### Wires at chosen ports, followed through buffers

Scale: 1 px per um.
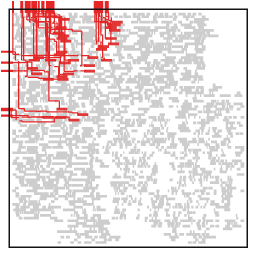
### Signal wires by layer

Scale: 2 px per um. Only two layers are drawn.
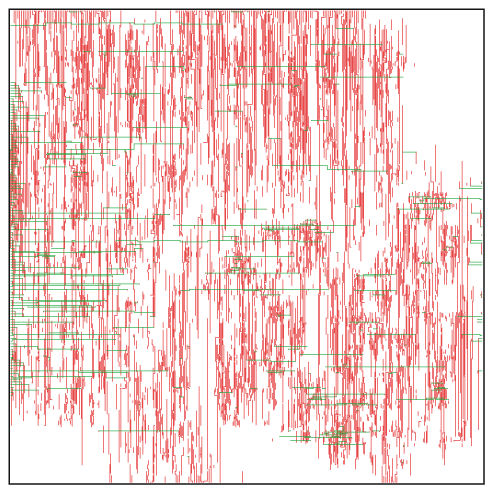
### Cell placement

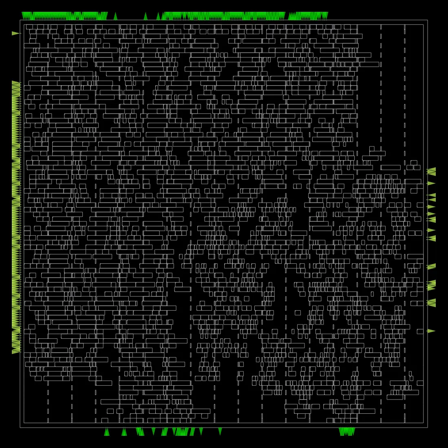
Design wb_port_arbiter, sky130hd; sources not shown.
==> results.tsv <==
metric	value	unit
wl_met3	3877	um
ys_async_sr_fraction	27.62	%
drc_errors	0	
ys_seq_share	46.33	%
clock_cell_area_share	5.009	%
layout.cells.most_common	clkdlybuf4s50_1	
cp_max_fo	17	
cp-end-kind	flip-flop	
comb_cells	1370	
placedCellCount	2805	
regToRegSetupSlack	1.08	ns
overflow	0	
clk_latency	0.57	ns
ys.warnings.count	0	
final_nets	2448	
clock_skew	0.03423	ns
worst_path_max_delay_cell	dfrtp_1	
path_clk_slew	0.06	ns
outcome	finished clean	
max_slew_margin	29.76	%
path_depth	36	
numCtsBuffers	39	
hpwl	51560	um
n_all_inverters	41	
comb_area	9936	sq um
antenna_found_initial	19	
cap_violations	0	
cts_max_level	2	
cts_setup_buffers	0	
grt_pass1_vias	16190	
top_layer_used	met5	
ys_cells	1831	
Back to the opening pictures, 'Wires at chosen ports, followed through buffers':
legend:
  red:
    port: `req_phy_id`
    bits: 36
    direction: input
    edge: 30 top, 6 left
    end_cells: 36
    buffers: 36
    wire: 2130 um
port buffer count: 326
I/O pins: 327

Back to the opening pictures, 'Signal wires by layer':
legend:
  red:
    layer: met2
    wire_length: 34.1 mm
  green:
    layer: met3
    wire_length: 3880 um
final WL: 70540 um
wire per inst: 24.40 um
Total GRT Usage: 24.85%

Back to the opening pictures, 'Cell placement':
flop share of the area: 35.91%
Core ar.: 53600 sq um

-- per-stage QoR --
step / hold WS [ns] / utilization [%] / worst slack, ns
6_report: 0.4822 / 46.88 / 1.084
5_1_grt: 0.5106 / 46.85 / 0.1616
4_1_cts: 0.4867 / 46.71 / 0.7346
3_5_place_dp: 0.4736 / 44.37 / 0.8153
3_3_place_gp: 0.4621 / 44.37 / 1.046
2_1_floorplan: 0.5900 / - / 1.163
-- kinds of logic after synthesis --
kind of cell	share of synthesized area, %
AND-OR/OR-AND	12.83
AND/OR/NAND/NOR	12.56
flip-flops	46.33
adder cells (fa/ha/maj)	3.842
multiplexers	19.22
buffers and inverters	3.257
XOR/XNOR	1.960
